Figure 1. Signal wires on met1.
The bar under the picture is 50 um long.
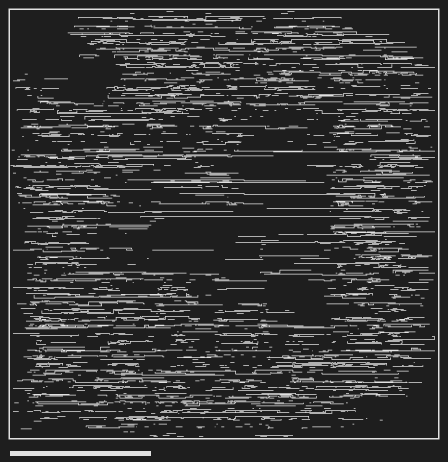
Figure 2. Signal wires on met2.
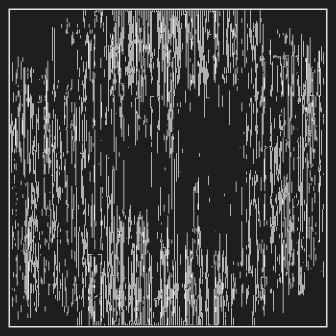
File: config.mk
export PLATFORM = sky130hd
export DESIGN_NAME = dm_arbiter_flat
export DESIGN_NICKNAME = d
export VERILOG_FILES = /design/src/rtl/dm_pkg.sv /design/src/rtl/dm_arbiter_if.sv /design/src/rtl/dm_arb_pick.sv /design/src/rtl/dm_arbiter.sv /design/src/flat_wrapper.sv
export SDC_FILE = /design/constraint.sdc
export NUM_CORES = 1
export LEC_CHECK = 0
export ABC_AREA = 1
export CAP_MARGIN = 20
export CELL_PAD_IN_SITES_DETAIL_PLACEMENT = 1
export CELL_PAD_IN_SITES_GLOBAL_PLACEMENT = 1
export CORE_MARGIN = 1
export CORE_UTILIZATION = 27
export CTS_CLUSTER_DIAMETER = 200
export CTS_CLUSTER_SIZE = 40
export DETAILED_ROUTE_END_ITERATION = 10
export HOLD_SLACK_MARGIN = 0.15
export PLACE_DENSITY = 0.78
export SYNTH_ARGS = -nofsm -noshare
export SYNTH_HDL_FRONTEND = slang
export SYNTH_SLANG_ARGS = --single-unit
File: constraint.sdc
create_clock -name clk -period 1.9 [get_ports clk]
set_input_delay 0.38 -clock clk [delete_from_list [all_inputs] [get_ports clk]]
set_output_delay 0.38 -clock clk [all_outputs]
set_load 0.03 [all_outputs]
File: src/rtl/dm_pkg.sv
// Shared types and defaults for the data-memory arbiter slice.
// Holds the command struct, the FSM state encoding and the address range check.
package dm_pkg;

  localparam int unsigned DM_AWIDTH  = 32;
  localparam int unsigned DM_ALENGTH = 128;

  typedef enum logic [1:0] {
    IDLE   = 2'd0,
    ACCESS = 2'd1,
    RESP   = 2'd2
  } dm_arb_state_t;

  typedef struct packed {
    logic                 we;
    logic [DM_AWIDTH-1:0] addr;
    logic [DM_AWIDTH-1:0] wdata;
    logic                 id;
  } dm_cmd_t;

  // Unsigned full-width compare, so huge addresses never alias into range.
  function automatic logic dm_in_range(input logic [DM_AWIDTH-1:0] addr,
                                       input int unsigned alength);
    return (addr < DM_AWIDTH'(alength));
  endfunction

endpackage

File: src/rtl/dm_arbiter_if.sv
// Requester and DM-side signal bundle for dm_arbiter.
// The slave modport is the arbiter view; master is the requester/memory view.
interface dm_arbiter_if;
  import dm_pkg::*;

  logic                 p0_req, p1_req;
  logic                 p0_we, p1_we;
  logic [DM_AWIDTH-1:0] p0_addr, p1_addr;
  logic [DM_AWIDTH-1:0] p0_wdata, p1_wdata;
  logic                 p0_gnt, p1_gnt;
  logic                 p0_rvalid, p1_rvalid;
  logic [DM_AWIDTH-1:0] p0_rdata, p1_rdata;
  logic                 p0_err, p1_err;
  logic                 dm_we2;
  logic [DM_AWIDTH-1:0] dm_addr;
  logic [DM_AWIDTH-1:0] dm_wridat;
  logic                 dm_ms2;
  logic [DM_AWIDTH-1:0] dm_wd;

  modport slave (
    input  p0_req, p1_req, p0_we, p1_we, p0_addr, p1_addr, p0_wdata, p1_wdata, dm_wd,
    output p0_gnt, p1_gnt, p0_rvalid, p1_rvalid, p0_rdata, p1_rdata, p0_err, p1_err,
           dm_we2, dm_addr, dm_wridat, dm_ms2
  );

  modport master (
    output p0_req, p1_req, p0_we, p1_we, p0_addr, p1_addr, p0_wdata, p1_wdata, dm_wd,
    input  p0_gnt, p1_gnt, p0_rvalid, p1_rvalid, p0_rdata, p1_rdata, p0_err, p1_err,
           dm_we2, dm_addr, dm_wridat, dm_ms2
  );

endinterface

File: src/rtl/dm_arb_pick.sv
// Two-way request pick. With DM_ARB_ROUND_ROBIN_EN the port not served last
// wins a tie; otherwise port 0 has fixed priority and no pointer exists.
module dm_arb_pick (
  input  logic clk_i,
  input  logic rst_i,
  input  logic req0_i,
  input  logic req1_i,
  input  logic take_i,
  output logic any_o,
  output logic id_o
);

  assign any_o = req0_i | req1_i;

`ifdef DM_ARB_ROUND_ROBIN_EN
  // last_q = 1 means port 1 was served last, so port 0 wins the next tie.
  logic last_q, last_d;

  always_comb begin
    id_o = 1'b0;
    if (req0_i && req1_i) begin
      id_o = ~last_q;
    end else if (req1_i) begin
      id_o = 1'b1;
    end else begin
      id_o = 1'b0;
    end
  end

  always_comb begin
    last_d = last_q;
    if (take_i) begin
      last_d = id_o;
    end else begin
      last_d = last_q;
    end
  end

  always_ff @(posedge clk_i) begin
    if (rst_i) begin
      last_q <= 1'b1;
    end else begin
      last_q <= last_d;
    end
  end
`else
  logic unused_s;
  assign unused_s = ^{clk_i, rst_i, take_i};
  assign id_o     = req1_i & ~req0_i;
`endif

endmodule

File: src/rtl/dm_arbiter.sv
// Shares the single DM port between the load/store stage (port 0) and the
// loader/debug port (port 1). Tie policy selected by DM_ARB_ROUND_ROBIN_EN.
module dm_arbiter
  import dm_pkg::*;
#(
  parameter int unsigned ALENGTH = DM_ALENGTH
) (
  input logic          clk,
  input logic          rst,
  dm_arbiter_if.slave  bus
);

  dm_arb_state_t        state_q, state_d;
  dm_cmd_t              cmd_q, cmd_d;
  logic                 p0_rvalid_q, p0_rvalid_d, p1_rvalid_q, p1_rvalid_d;
  logic                 p0_err_q, p0_err_d, p1_err_q, p1_err_d;
  logic [DM_AWIDTH-1:0] p0_rdata_q, p0_rdata_d, p1_rdata_q, p1_rdata_d;
  logic                 any_s, win_s, take_s, in_range_s;
  logic                 p0_gnt_s, p1_gnt_s, dm_we2_s, dm_ms2_s;
  logic [DM_AWIDTH-1:0] dm_addr_s, dm_wridat_s, resp_s;

  assign take_s     = any_s && (state_q != ACCESS);
  assign in_range_s = dm_in_range(cmd_q.addr, ALENGTH);
  assign resp_s     = !in_range_s ? '0 : (cmd_q.we ? cmd_q.wdata : bus.dm_wd);

  dm_arb_pick u_pick (
    .clk_i  (clk),
    .rst_i  (rst),
    .req0_i (bus.p0_req),
    .req1_i (bus.p1_req),
    .take_i (take_s),
    .any_o  (any_s),
    .id_o   (win_s)
  );

  // Next state, command latch, DM drive and response capture.
  always_comb begin
    state_d     = state_q;
    cmd_d       = cmd_q;
    p0_rvalid_d = 1'b0;
    p1_rvalid_d = 1'b0;
    p0_rdata_d  = p0_rdata_q;
    p1_rdata_d  = p1_rdata_q;
    p0_err_d    = p0_err_q;
    p1_err_d    = p1_err_q;
    p0_gnt_s    = 1'b0;
    p1_gnt_s    = 1'b0;
    dm_we2_s    = 1'b0;
    dm_ms2_s    = 1'b0;
    dm_addr_s   = '0;
    dm_wridat_s = '0;
    case (state_q)
      IDLE, RESP: begin
        if (take_s) begin
          state_d = ACCESS;
          if (win_s) begin
            p1_gnt_s = 1'b1;
            cmd_d    = '{we: bus.p1_we, addr: bus.p1_addr, wdata: bus.p1_wdata, id: 1'b1};
          end else begin
            p0_gnt_s = 1'b1;
            cmd_d    = '{we: bus.p0_we, addr: bus.p0_addr, wdata: bus.p0_wdata, id: 1'b0};
          end
        end else begin
          state_d = IDLE;
        end
      end
      ACCESS: begin
        dm_addr_s   = cmd_q.addr;
        dm_wridat_s = cmd_q.wdata;
        dm_ms2_s    = 1'b1;
        dm_we2_s    = cmd_q.we & in_range_s;
        state_d     = RESP;
        if (cmd_q.id) begin
          p1_rvalid_d = 1'b1;
          p1_rdata_d  = resp_s;
          p1_err_d    = ~in_range_s;
        end else begin
          p0_rvalid_d = 1'b1;
          p0_rdata_d  = resp_s;
          p0_err_d    = ~in_range_s;
        end
      end
      default: begin
        state_d = IDLE;
      end
    endcase
  end

  // State and response registers; reset abandons any access in flight.
  always_ff @(posedge clk) begin
    if (rst) begin
      state_q     <= IDLE;
      cmd_q       <= '0;
      p0_rvalid_q <= 1'b0;
      p1_rvalid_q <= 1'b0;
      p0_rdata_q  <= '0;
      p1_rdata_q  <= '0;
      p0_err_q    <= 1'b0;
      p1_err_q    <= 1'b0;
    end else begin
      state_q     <= state_d;
      cmd_q       <= cmd_d;
      p0_rvalid_q <= p0_rvalid_d;
      p1_rvalid_q <= p1_rvalid_d;
      p0_rdata_q  <= p0_rdata_d;
      p1_rdata_q  <= p1_rdata_d;
      p0_err_q    <= p0_err_d;
      p1_err_q    <= p1_err_d;
    end
  end

  assign bus.p0_gnt    = p0_gnt_s;
  assign bus.p1_gnt    = p1_gnt_s;
  assign bus.p0_rvalid = p0_rvalid_q;
  assign bus.p1_rvalid = p1_rvalid_q;
  assign bus.p0_rdata  = p0_rdata_q;
  assign bus.p1_rdata  = p1_rdata_q;
  assign bus.p0_err    = p0_err_q;
  assign bus.p1_err    = p1_err_q;
  assign bus.dm_we2    = dm_we2_s;
  assign bus.dm_ms2    = dm_ms2_s;
  assign bus.dm_addr   = dm_addr_s;
  assign bus.dm_wridat = dm_wridat_s;

endmodule

File: src/flat_wrapper.sv
// flat-port wrapper written by rule: the top's interface ports become plain ports
module dm_arbiter_flat import dm_pkg::*;
#(
  parameter int unsigned ALENGTH = DM_ALENGTH
)
  (clk, rst, bus_p0_req, bus_p1_req, bus_p0_we, bus_p1_we, bus_p0_addr, bus_p1_addr, bus_p0_wdata, bus_p1_wdata, bus_dm_wd, bus_p0_gnt, bus_p1_gnt, bus_p0_rvalid, bus_p1_rvalid, bus_p0_rdata, bus_p1_rdata, bus_p0_err, bus_p1_err, bus_dm_we2, bus_dm_addr, bus_dm_wridat, bus_dm_ms2);
  dm_arbiter_if bus_i ();
  input logic clk;
  input logic rst;
  input wire logic [$bits(bus_i.p0_req)-1:0] bus_p0_req;
  input wire logic [$bits(bus_i.p1_req)-1:0] bus_p1_req;
  input wire logic [$bits(bus_i.p0_we)-1:0] bus_p0_we;
  input wire logic [$bits(bus_i.p1_we)-1:0] bus_p1_we;
  input wire logic [$bits(bus_i.p0_addr)-1:0] bus_p0_addr;
  input wire logic [$bits(bus_i.p1_addr)-1:0] bus_p1_addr;
  input wire logic [$bits(bus_i.p0_wdata)-1:0] bus_p0_wdata;
  input wire logic [$bits(bus_i.p1_wdata)-1:0] bus_p1_wdata;
  input wire logic [$bits(bus_i.dm_wd)-1:0] bus_dm_wd;
  output wire logic [$bits(bus_i.p0_gnt)-1:0] bus_p0_gnt;
  output wire logic [$bits(bus_i.p1_gnt)-1:0] bus_p1_gnt;
  output wire logic [$bits(bus_i.p0_rvalid)-1:0] bus_p0_rvalid;
  output wire logic [$bits(bus_i.p1_rvalid)-1:0] bus_p1_rvalid;
  output wire logic [$bits(bus_i.p0_rdata)-1:0] bus_p0_rdata;
  output wire logic [$bits(bus_i.p1_rdata)-1:0] bus_p1_rdata;
  output wire logic [$bits(bus_i.p0_err)-1:0] bus_p0_err;
  output wire logic [$bits(bus_i.p1_err)-1:0] bus_p1_err;
  output wire logic [$bits(bus_i.dm_we2)-1:0] bus_dm_we2;
  output wire logic [$bits(bus_i.dm_addr)-1:0] bus_dm_addr;
  output wire logic [$bits(bus_i.dm_wridat)-1:0] bus_dm_wridat;
  output wire logic [$bits(bus_i.dm_ms2)-1:0] bus_dm_ms2;
  assign bus_i.p0_req = bus_p0_req;
  assign bus_i.p1_req = bus_p1_req;
  assign bus_i.p0_we = bus_p0_we;
  assign bus_i.p1_we = bus_p1_we;
  assign bus_i.p0_addr = bus_p0_addr;
  assign bus_i.p1_addr = bus_p1_addr;
  assign bus_i.p0_wdata = bus_p0_wdata;
  assign bus_i.p1_wdata = bus_p1_wdata;
  assign bus_i.dm_wd = bus_dm_wd;
  assign bus_p0_gnt = bus_i.p0_gnt;
  assign bus_p1_gnt = bus_i.p1_gnt;
  assign bus_p0_rvalid = bus_i.p0_rvalid;
  assign bus_p1_rvalid = bus_i.p1_rvalid;
  assign bus_p0_rdata = bus_i.p0_rdata;
  assign bus_p1_rdata = bus_i.p1_rdata;
  assign bus_p0_err = bus_i.p0_err;
  assign bus_p1_err = bus_i.p1_err;
  assign bus_dm_we2 = bus_i.dm_we2;
  assign bus_dm_addr = bus_i.dm_addr;
  assign bus_dm_wridat = bus_i.dm_wridat;
  assign bus_dm_ms2 = bus_i.dm_ms2;
  dm_arbiter #(.ALENGTH(ALENGTH)) u_core (.clk(clk), .rst(rst), .bus(bus_i));
endmodule
==> Slide: Implementation Results <==
Flow Results at a Glance

Worst setup path
  – Cell mode on critical path: nor2_4
  – WP data arrival: 1580 ps
  – Launch point of the critical path: u_core.state_q[0]$_SDFF_PP0_
  – Worst Setup EP: bus_dm_addr[17]
  – Highest cell delay on the worst timing path: 360 ps
  – Crit-path slowest cell: dfxtp_4
  – R2R setup slack: 280 ps
  – Worst Setup End Kind: output pin
  – Worst-path maximum fanout: 6
  – R2r worst-path depth: 8
  – Startpoint Class: flop
  – Kind of critical path: reg2out

Power
  – Comb power: 2.04 mW
  – Int Pwr: 6.02 mW
  – NetSw: 2.49 mW
  – Leak: 4.12 nW
  – Peak supply drop: 0.000458 V
  – PwrDens: 780 nW/um2
  – Leading power group: the clock network
  – Reg power frac: 0.374
  – Switch share: 0.293
  – Pwr Total: 8.52 mW

Placement
  – Placed cell count: 1372
  – Buffers on Ports: 301
  – Detailed placement HPWL: 17200 um
  – Placed instance area: 9460 um2
  – Dpl ws: -33.1 ps

Layout
  – Clock Network Area Fraction: 0.0529
  – Largest class: buffers
  – Comb area: 3110 um2
  – Fillers: 2516
  – Flop Count: 136
  – Ant diodes: 0
  – Non-clock buffer share: 0.355
  – Max reg flops: 66
  – Register area: 2740 um2
  – Clock buffer cells: 19
  – Non-clk invs: 70
  – Most flops, register: u_core.cmd_q
  – Layout Area Growth over Synthesis: 81.4%
  – Comb_multi_in: 559
  – Comb area share: 0.285

Global routing
  – Gr busiest metal: met2
  – Initial antenna violation count: 1
  – Global-route wire length before repair: 38300 um
  – Met1 GRT Util: 0.259
  – Largest net degree at the start of global routing: 72
  – GR Util met3: 0.0633
  – Vias in the first global route: 6911
  – Grt ovf: 0

Logic synthesis
  – Synthesis warning total: 0
  – Syn Inst Count: 829
  – Post-synth EDFFs: 0
  – Adder Share, Synth: 0
  – Mux frac, synth: 0.0598
  – Area leader share: 0.452
  – Post-synthesis simple-gate area fraction: 0.210
  – Main logic family after synthesis: simple AND/OR/NAND/NOR gates
  – Post-synth seq share: 0.452
  – Synth flops: 136
  – Ys async rst share: 0
  – Yosys cell count: 829
  – Ao+oa area frac: 0.179
  – Cell area leaders: dfxtp_1 45%, nand2_1 15%, a31oi_1 6.8%
  – Mapped Nets: 995
  – Synth top cell by count: nand2_1
  – Chip Area, Yosys: 6020 um2
  – Area leader, netlist: dfxtp_1
  – Post-Syn Area: 6020 um2
  – Netlist cell types: 21

Timing
  – Clk_skew: 13.9 ps
  – Slew Limit Fails: 0
  – Aggregate negative setup slack: -1070 ps
  – Worst setup margin: -59.0 ps
  – WHS: 483 ps
  – Fmax: 0.510 GHz
  – Tcrit/Tclk final: 1.03
  – Final hold violations: 0
  – RSZ-0062 raised after global routing: true
  – Final setup vio count: 33

Floorplan
  – Core footprint: 21800 um2
  – N_taps: 280
  – Rows: 54
  – Die W: 151 um
  – Die H: 151 um

Clock tree
  – Post-cts resize count: 121
  – Worst-Skew Late Latency: 420 ps
  – Post-CTS Hold Fix Bufs: 0
  – CTS max path bufs: 2
  – Postcts setup bufs: 8
  – CTS tree: yes
  – Num CTS Buffers: 17
  – Clk Tree Root Cell: clkbuf_16
  – CTS sink count: 136
  – CTS H-tree depth: 4

Outcome
  – Run status: finished with violations
  – Failing checks: setup timing

Route
  – Number of remaining DRC errors: 0
  – Pre-antenna DRT Iters: 6
  – Vias per cell: 4.80
  – Met1 WL: 10600 um
  – DR iter-0 viols: 179
  – DR WL met3: 1910 um
  – Met2 wire length: 12500 um
  – Routed wire per std cell: 18.1 um
  – Top routing layer in use: met5
  – Routed Antenna Nets: 0

Job
  – OpenROAD warning count: 28
  – MaxCap Viol Count: 0

Hold path
  – WHS Endpoint: u_core.bus.p1_rdata[28]$_SDFFE_PP0P_
  – Worst min path class: reg2reg
-- Figure 1 (at the start) --
longest straight run	81.4 um
main direction	horizontal
nets with wire on the layer	1123
wire length on this layer	10600 um
share of all routed wire	41%

-- Figure 2 (at the start) --
nets with wire on the layer	1161
longest straight run	65.4 um
share of all routed wire	49%
wire length on this layer	12500 um
routing usage on met2: 0.377
Vias: 6829
final wirelength: 25700 um

Power and IR drop assume default switching activity.
